[src/rtl/ram2_arbiter.sv]
// RAM2 asynchronous SRAM sequencer shared by bootloader init writes, EXE load/store and IF fetch.
// Fixed priority init > exe > if; every output comes straight from a register.
module ram2_arbiter #(
  parameter int unsigned RD_WAIT  = 2,
  parameter int unsigned WR_PULSE = 2
) (
  input  logic        clk,
  input  logic        rst,
  input  logic        init_req,
  input  logic [17:0] init_addr,
  input  logic [15:0] init_wdata,
  output logic        init_done,
  input  logic        exe_req,
  input  logic        exe_wr,
  input  logic [17:0] exe_addr,
  input  logic [15:0] exe_wdata,
  output logic        exe_done,
  input  logic        if_req,
  input  logic [17:0] if_addr,
  output logic        if_done,
  output logic [15:0] rdata,
  output logic [1:0]  grant,
  output logic        busy,
  output logic [17:0] sram_addr,
  output logic [15:0] sram_dq_o,
  output logic        sram_dq_oe,
  input  logic [15:0] sram_dq_i,
  output logic        sram_en_n,
  output logic        sram_oe_n,
  output logic        sram_we_n
);

  typedef enum logic [2:0] {S_IDLE, S_RD, S_WR_SU, S_WR_PL, S_WR_HD, S_DONE} state_t;
  typedef enum logic [1:0] {OWN_NONE = 2'd0, OWN_INIT = 2'd1, OWN_EXE = 2'd2, OWN_IF = 2'd3} owner_t;

  localparam logic [3:0] RD_LOAD = 4'(RD_WAIT - 1);
  localparam logic [3:0] WR_LOAD = 4'(WR_PULSE - 1);

  state_t      state_q, state_d;
  owner_t      owner_q, owner_d;
  logic [3:0]  cnt_q, cnt_d;
  logic [17:0] addr_q, addr_d;
  logic [15:0] wdata_q, wdata_d;
  logic [15:0] rdata_q, rdata_d;
  logic        en_n_q, en_n_d;
  logic        oe_n_q, oe_n_d;
  logic        we_n_q, we_n_d;
  logic        dq_oe_q, dq_oe_d;
  logic        busy_q, busy_d;
  logic [1:0]  grant_q, grant_d;
  logic        init_done_q, init_done_d;
  logic        exe_done_q, exe_done_d;
  logic        if_done_q, if_done_d;
  logic        start_wr;

  always_comb begin
    state_d  = state_q;
    owner_d  = owner_q;
    cnt_d    = cnt_q;
    addr_d   = addr_q;
    wdata_d  = wdata_q;
    rdata_d  = rdata_q;
    start_wr = 1'b0;

    unique case (state_q)
      S_IDLE: begin
        owner_d = OWN_NONE;
        if (init_req) begin
          owner_d  = OWN_INIT;
          addr_d   = init_addr;
          wdata_d  = init_wdata;
          start_wr = 1'b1;
        end else if (exe_req) begin
          owner_d  = OWN_EXE;
          addr_d   = exe_addr;
          wdata_d  = exe_wdata;
          start_wr = exe_wr;
        end else if (if_req) begin
          owner_d  = OWN_IF;
          addr_d   = if_addr;
        end
        if (owner_d != OWN_NONE) begin
          state_d = start_wr ? S_WR_SU : S_RD;
          cnt_d   = RD_LOAD;
        end
      end
      S_RD: begin
        if (cnt_q == 4'd0) begin
          rdata_d = sram_dq_i;
          state_d = S_DONE;
        end else begin
          cnt_d = cnt_q - 4'd1;
        end
      end
      S_WR_SU: begin
        state_d = S_WR_PL;
        cnt_d   = WR_LOAD;
      end
      S_WR_PL: begin
        if (cnt_q == 4'd0) state_d = S_WR_HD;
        else               cnt_d   = cnt_q - 4'd1;
      end
      S_WR_HD: state_d = S_DONE;
      S_DONE:  state_d = S_IDLE;
      default: state_d = S_IDLE;
    endcase

    // Pin levels are decoded from the next state so they register alongside it.
    en_n_d      = !(state_d inside {S_RD, S_WR_SU, S_WR_PL, S_WR_HD});
    oe_n_d      = (state_d != S_RD);
    we_n_d      = (state_d != S_WR_PL);
    dq_oe_d     = (state_d inside {S_WR_SU, S_WR_PL, S_WR_HD});
    busy_d      = (state_d != S_IDLE);
    grant_d     = (state_d == S_IDLE) ? 2'd0 : owner_d;
    init_done_d = (state_d == S_DONE) && (owner_d == OWN_INIT);
    exe_done_d  = (state_d == S_DONE) && (owner_d == OWN_EXE);
    if_done_d   = (state_d == S_DONE) && (owner_d == OWN_IF);
  end

  always_ff @(posedge clk) begin
    if (rst) begin
      state_q     <= S_IDLE;
      owner_q     <= OWN_NONE;
      cnt_q       <= '0;
      addr_q      <= '0;
      wdata_q     <= '0;
      rdata_q     <= '0;
      en_n_q      <= 1'b1;
      oe_n_q      <= 1'b1;
      we_n_q      <= 1'b1;
      dq_oe_q     <= 1'b0;
      busy_q      <= 1'b0;
      grant_q     <= '0;
      init_done_q <= 1'b0;
      exe_done_q  <= 1'b0;
      if_done_q   <= 1'b0;
    end else begin
      state_q     <= state_d;
      owner_q     <= owner_d;
      cnt_q       <= cnt_d;
      addr_q      <= addr_d;
      wdata_q     <= wdata_d;
      rdata_q     <= rdata_d;
      en_n_q      <= en_n_d;
      oe_n_q      <= oe_n_d;
      we_n_q      <= we_n_d;
      dq_oe_q     <= dq_oe_d;
      busy_q      <= busy_d;
      grant_q     <= grant_d;
      init_done_q <= init_done_d;
      exe_done_q  <= exe_done_d;
      if_done_q   <= if_done_d;
    end
  end

  assign sram_addr  = addr_q;
  assign sram_dq_o  = wdata_q;
  assign sram_dq_oe = dq_oe_q;
  assign sram_en_n  = en_n_q;
  assign sram_oe_n  = oe_n_q;
  assign sram_we_n  = we_n_q;
  assign rdata      = rdata_q;
  assign grant      = grant_q;
  assign busy       = busy_q;
  assign init_done  = init_done_q;
  assign exe_done   = exe_done_q;
  assign if_done    = if_done_q;

endmodule

[config.mk]
export PLATFORM = sky130hd
export DESIGN_NAME = ram2_arbiter
export DESIGN_NICKNAME = d
export VERILOG_FILES = /design/src/rtl/ram2_arbiter.sv
export SDC_FILE = /design/constraint.sdc
export NUM_CORES = 1
export LEC_CHECK = 0
export CORE_AREA = 8 8 104 106
export DETAILED_ROUTE_END_ITERATION = 12
export DIE_AREA = 0 0 112 114
export PLACE_DENSITY = 0.75
export SLEW_MARGIN = 20
export SYNTH_ARGS = -nofsm -noshare
export SYNTH_HDL_FRONTEND = slang
export SYNTH_SLANG_ARGS = --single-unit
export TNS_END_PERCENT = 100
[constraint.sdc]
create_clock -name clk -period 2.3 [get_ports clk]
set_input_delay 0.46 -clock clk [delete_from_list [all_inputs] [get_ports clk]]
set_output_delay 0.46 -clock clk [all_outputs]
set_load 0.01 [all_outputs]
Figure 1. Metal 1 (run 1).
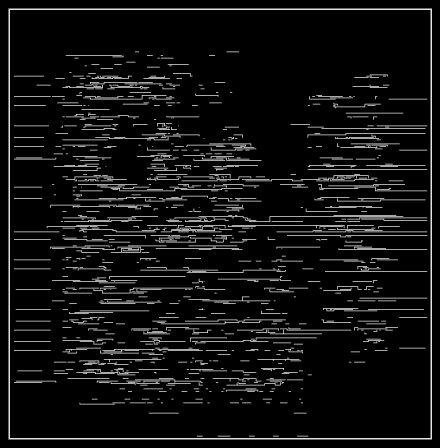
555 nets have wire on it. The wires run mostly horizontal. The layer carries 4,210 um of wire. The layer holds 42% of the routed length.
via count: 3,080
met1 GRT Util: 17.2%
Detailed Route WL: 9930 um

Figure 2. M2 wires (run 1).
Scale bar: 20 um.
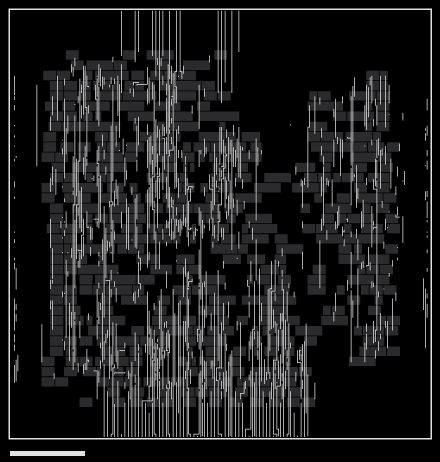
The layer carries 4,710 um of wire. The longest straight run is 44.7 um. The wires run mostly vertical.
GRT met2 Usage: 26.9%

==> qor.txt, run 1 <==
Outcome: finished clean
Final max-slew violation count: 0
Sequential area share after synthesis: 42.5%
Die width: 112 um
Number of logic gates: 237
Switching Share: 32.4%
Sequential cell area share: 26.7%
Relative max-transition margin: 54.3%
Placed cell area: 4960 sq um
Number of enable flip-flop cells: 0
Seq pwr share: 37.1%
Flops out of synthesis: 69
Most numerous logic cells after layout: 165 x clkdlybuf4s50_1, 69 x dfxtp_1, 52 x mux2i_1
Setup slack at placement: 93.5 ps
Crit Path Max Fanout: 16
Top cell type by instance count after synthesis: dfxtp_1
Switch Pwr: 1.44 mW
Max Cap Viol: 0
Tool warning count: 26
IO Pins: 168
Number of remaining DRC errors: 0
PnR worst setup slack: 335 ps
Max Buffers Root-to-Sink: 2
Drt first pass iters: 4
Period minus WS final: 1960 ps
Vias in the first global route: 3,198
Worst IR Drop VDD: 391 uV
Crit path required time: 2570 ps
Final nets: 608
Ys flop type: dfxtp_1
Combinational share of cell area: 32.6%
DRT antenna net count: 0
Initial antenna violation count: 0
Total die size: 12,800 sq um
Clock buf/inv share: 4.04%
CP Class: reg -> reg
Site Rows: 35
Mean Syn Cell Area: 9.53 sq um
Finished Cell Area: 5170 sq um
Fmax: 509 MHz
Type of the most critical hold path: reg -> reg
Initial core utilization: 35.7%
Final Power: 4.44 mW
Die Ht: 114 um
MI comb area: 1680 sq um
Power per cell area: 859 nW/um^2
Post-synth top cells: 69 x dfxtp_1, 52 x mux2i_1, 33 x nand2b_1
Largest net degree at the start of global routing: 53
Post-CTS Resized: 0
Figure 3. Met3 routing (run 1).
Scale bar: 20 um.
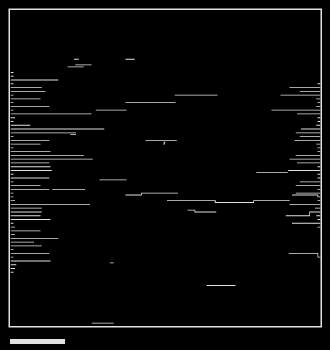
The wires run mostly horizontal. The longest straight run is 33.4 um.

==> run 1: routing by layer <==
metal | routed length, um | share of wire, % | GRT usage, % | vias up
li1 | - | - | - | 1538
met1 | 4210 | 42 | 17.2 | 1406
met2 | 4710 | 47 | 26.9 | 127
met3 | 919 | 9.3 | 7.29 | 9
met4 | 89 | 0.90 | 3.51 | 0
met5 | 0 | 0 | 0 | -
==> run 1: power by group through the flow <==
stage,clock network [mW],registers [mW],logic [mW]
after floorplan,0,1.73,0.867
after global placement,0,1.66,1.74
after detailed placement,0,1.67,1.78
after CTS,1.07,1.65,1.78
after global routing,1.12,1.68,1.93
final,1.03,1.65,1.76
==> run 1: logic make-up (layout without fill, tap and decap cells) <==
kind of cell	count (synthesis)	after routing	synth area share, %
adders and majority gates	1	1	0.385
and+or+nand+nor	92	92	16.7
DFF	69	69	42.5
buffers and inverters	35	198	5.62
muxes	53	53	16.4
AOI/OAI and AO/OA	91	91	18.4
==> run 1: worst min-delay path, cell delays in order (launching register included) <==
cell,delay [ps]
dfxtp_1,310
nand2b_1,60
mux2i_1,60
==> run 1: worst paths after layout <==
| check | from | end | cells after the start |
|---|---|---|---|
| worst max register to register | cnt_q[0] | rdata[9] | 6 |
| worst max-delay path | cnt_q[0] | rdata[9] | 6 |
| worst min register to register | rdata[5] | rdata[5] | 2 |
| worst min-delay path | rdata[5] | rdata[5] | 2 |
==> run 1: sequential cells by signal, summed over array words and instances, names as in the netlist <==
| name | count |
|---|---|
| sram_addr | 18 |
| busy | 1 |
| sram_oe_n | 1 |
| owner_q | 2 |
| sram_we_n | 1 |
| state_q | 3 |
| sram_dq_oe | 1 |
| exe_done | 1 |
| rdata | 16 |
| sram_dq_o | 16 |
| cnt_q | 4 |
| if_done | 1 |
| init_done | 1 |
| sram_en_n | 1 |
| grant | 2 |
==> run 2: changes to the inputs <==
--- a/config.mk
+++ b/config.mk
@@ -9,7 +9,7 @@
 export DETAILED_ROUTE_END_ITERATION = 12
 export DIE_AREA = 0 0 112 114
 export PLACE_DENSITY = 0.75
-export SLEW_MARGIN = 20
+export SLEW_MARGIN = 5
 export SYNTH_ARGS = -nofsm -noshare
 export SYNTH_HDL_FRONTEND = slang
 export SYNTH_SLANG_ARGS = --single-unit
==> qor.txt, run 2 <==
Outcome: finished clean (unchanged)
Relative max-transition margin: 54.3% (unchanged)
Via count: 3,080 (unchanged)
Fmax: 509 MHz (unchanged)
Drt first pass iters: 4 (unchanged)
Max Cap Viol: 0 (unchanged)
Post-synth top cells: 69 x dfxtp_1, 52 x mux2i_1, 33 x nand2b_1 (unchanged)
Top cell type by instance count after synthesis: dfxtp_1 (unchanged)
DRT antenna net count: 0 (unchanged)
Power per cell area: 859 nW/um^2 (unchanged)
IO Pins: 168 (unchanged)
Final max-slew violation count: 0 (unchanged)
Number of flip-flops in the largest register: 18 (unchanged)
Flops out of synthesis: 69 (unchanged)
Number of enable flip-flop cells: 0 (unchanged)
Vias in the first global route: 3,198 (unchanged)
Mean Syn Cell Area: 9.53 sq um (unchanged)
Period minus WS final: 1960 ps (unchanged)
Largest net degree at the start of global routing: 53 (unchanged)
CP Class: reg -> reg (unchanged)
Die Ht: 114 um (unchanged)
Sequential area share after synthesis: 42.5% (unchanged)
Ys flop type: dfxtp_1 (unchanged)
Most numerous logic cells after layout: 165 x clkdlybuf4s50_1, 69 x dfxtp_1, 52 x mux2i_1 (unchanged)
Number of remaining DRC errors: 0 (unchanged)
Final nets: 608 (unchanged)
Crit path required time: 2570 ps (about the same)
PnR worst setup slack: 335 ps (unchanged)
Initial core utilization: 35.7% (unchanged)
Setup slack at placement: 93.5 ps (unchanged)
Site Rows: 35 (unchanged)
Die width: 112 um (unchanged)
Total die size: 12,800 sq um (unchanged)
Post-CTS Resized: 0 (unchanged)
Async SR Flop Fraction: 0% (unchanged)
Tool warning count: 26 (unchanged)
Detailed Route WL: 9930 um (unchanged)
Worst IR Drop VDD: 391 uV (unchanged)
==> run 2: cell counts after synthesis <==
No cell type changed its count.
==> run 2: layout make-up <==
cell class | instances | area, sq um | share of cell area, %
Timing Repair Buffer | 177 | 1740 | 33.6
Clock buffer | 11 | 151 | 2.93
Sequential cell | 69 | 1380 | 26.7
Clock inverter | 5 | 57.6 | 1.11
Multi-Input combinational cell | 237 | 1680 | 32.6
Tap cell | 111 | 139 | 2.69
Inverter | 5 | 18.8 | 0.363
==> run 2: path summary, 6_finish.rpt <==
check / start / endpoint / depth (start not counted)
worst min-delay path: rdata[5] / rdata[5] / 2
worst min register to register: rdata[5] / rdata[5] / 2
worst max register to register: cnt_q[0] / rdata[9] / 6
worst max-delay path: cnt_q[0] / rdata[9] / 6
==> run 2: cell families (layout without fill, tap and decap cells) <==
family          Yosys count  after routing  synth area share (%)
compound gates           91             91                  18.4
flops                    69             69                  42.5
fa+ha+maj                 1              1                 0.385
buf+inv                  35            198                  5.62
mux                      53             53                  16.4
simple gates             92             92                  16.7
==> run 2: report_power, final <==
group	internal, mW	switching, mW
Sequential	1.47	0.175
Combinational	0.968	0.793
Clock	0.562	0.472
Total	3.00	1.44
==> run 2: critical path, cell delays in order, from the launching register on <==
cell	delay, ps
dfxtp_1	340
inv_1	70
ha_1	240
or3b_2	490
nor3b_2	200
buf_4	310
mux2i_1	230
==> run 2: metal layers <==
layer  part of all wire (%)  GRT usage [%]
met5                      0              0
met4                   0.90           3.51
met3                    9.3           7.29
met2                     47           26.9
met1                     42           17.2
==> run 2: metrics by stage <==
stage               area [sq um]  total power, mW  util, %  instances
floorplan                   3250             2.60        -        341
global placement            4960             3.40     54.5        599
detailed placement          4960             3.45     54.5        599
CTS                         5170             4.49     56.7        615
global route                5170             4.73     56.7        615
finish                      5170             4.44     56.7        615
Figure 4. Met3 routing (run 2).
Scale bar: 20 um.
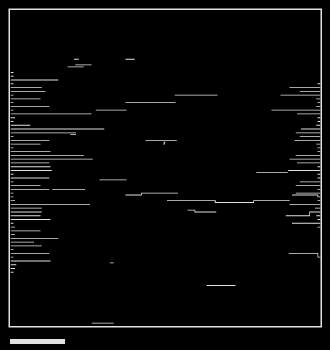
The layer holds 9.3% of the routed length. The longest straight run is 33.4 um.

Figure 5. Congestion heat map (run 2).
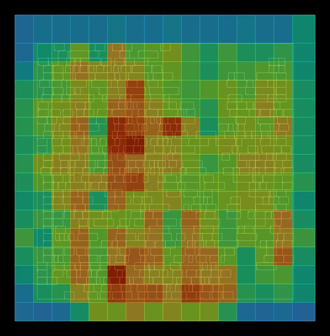
GRT Overall Usage: 15.6%
Final Core Density: 56.7%
drt wl/cell: 16.1 um
global route hottest layer: met2
M3 GR Usage: 7.29%

No activity file was given, so power comes from the tool's default toggle rates.
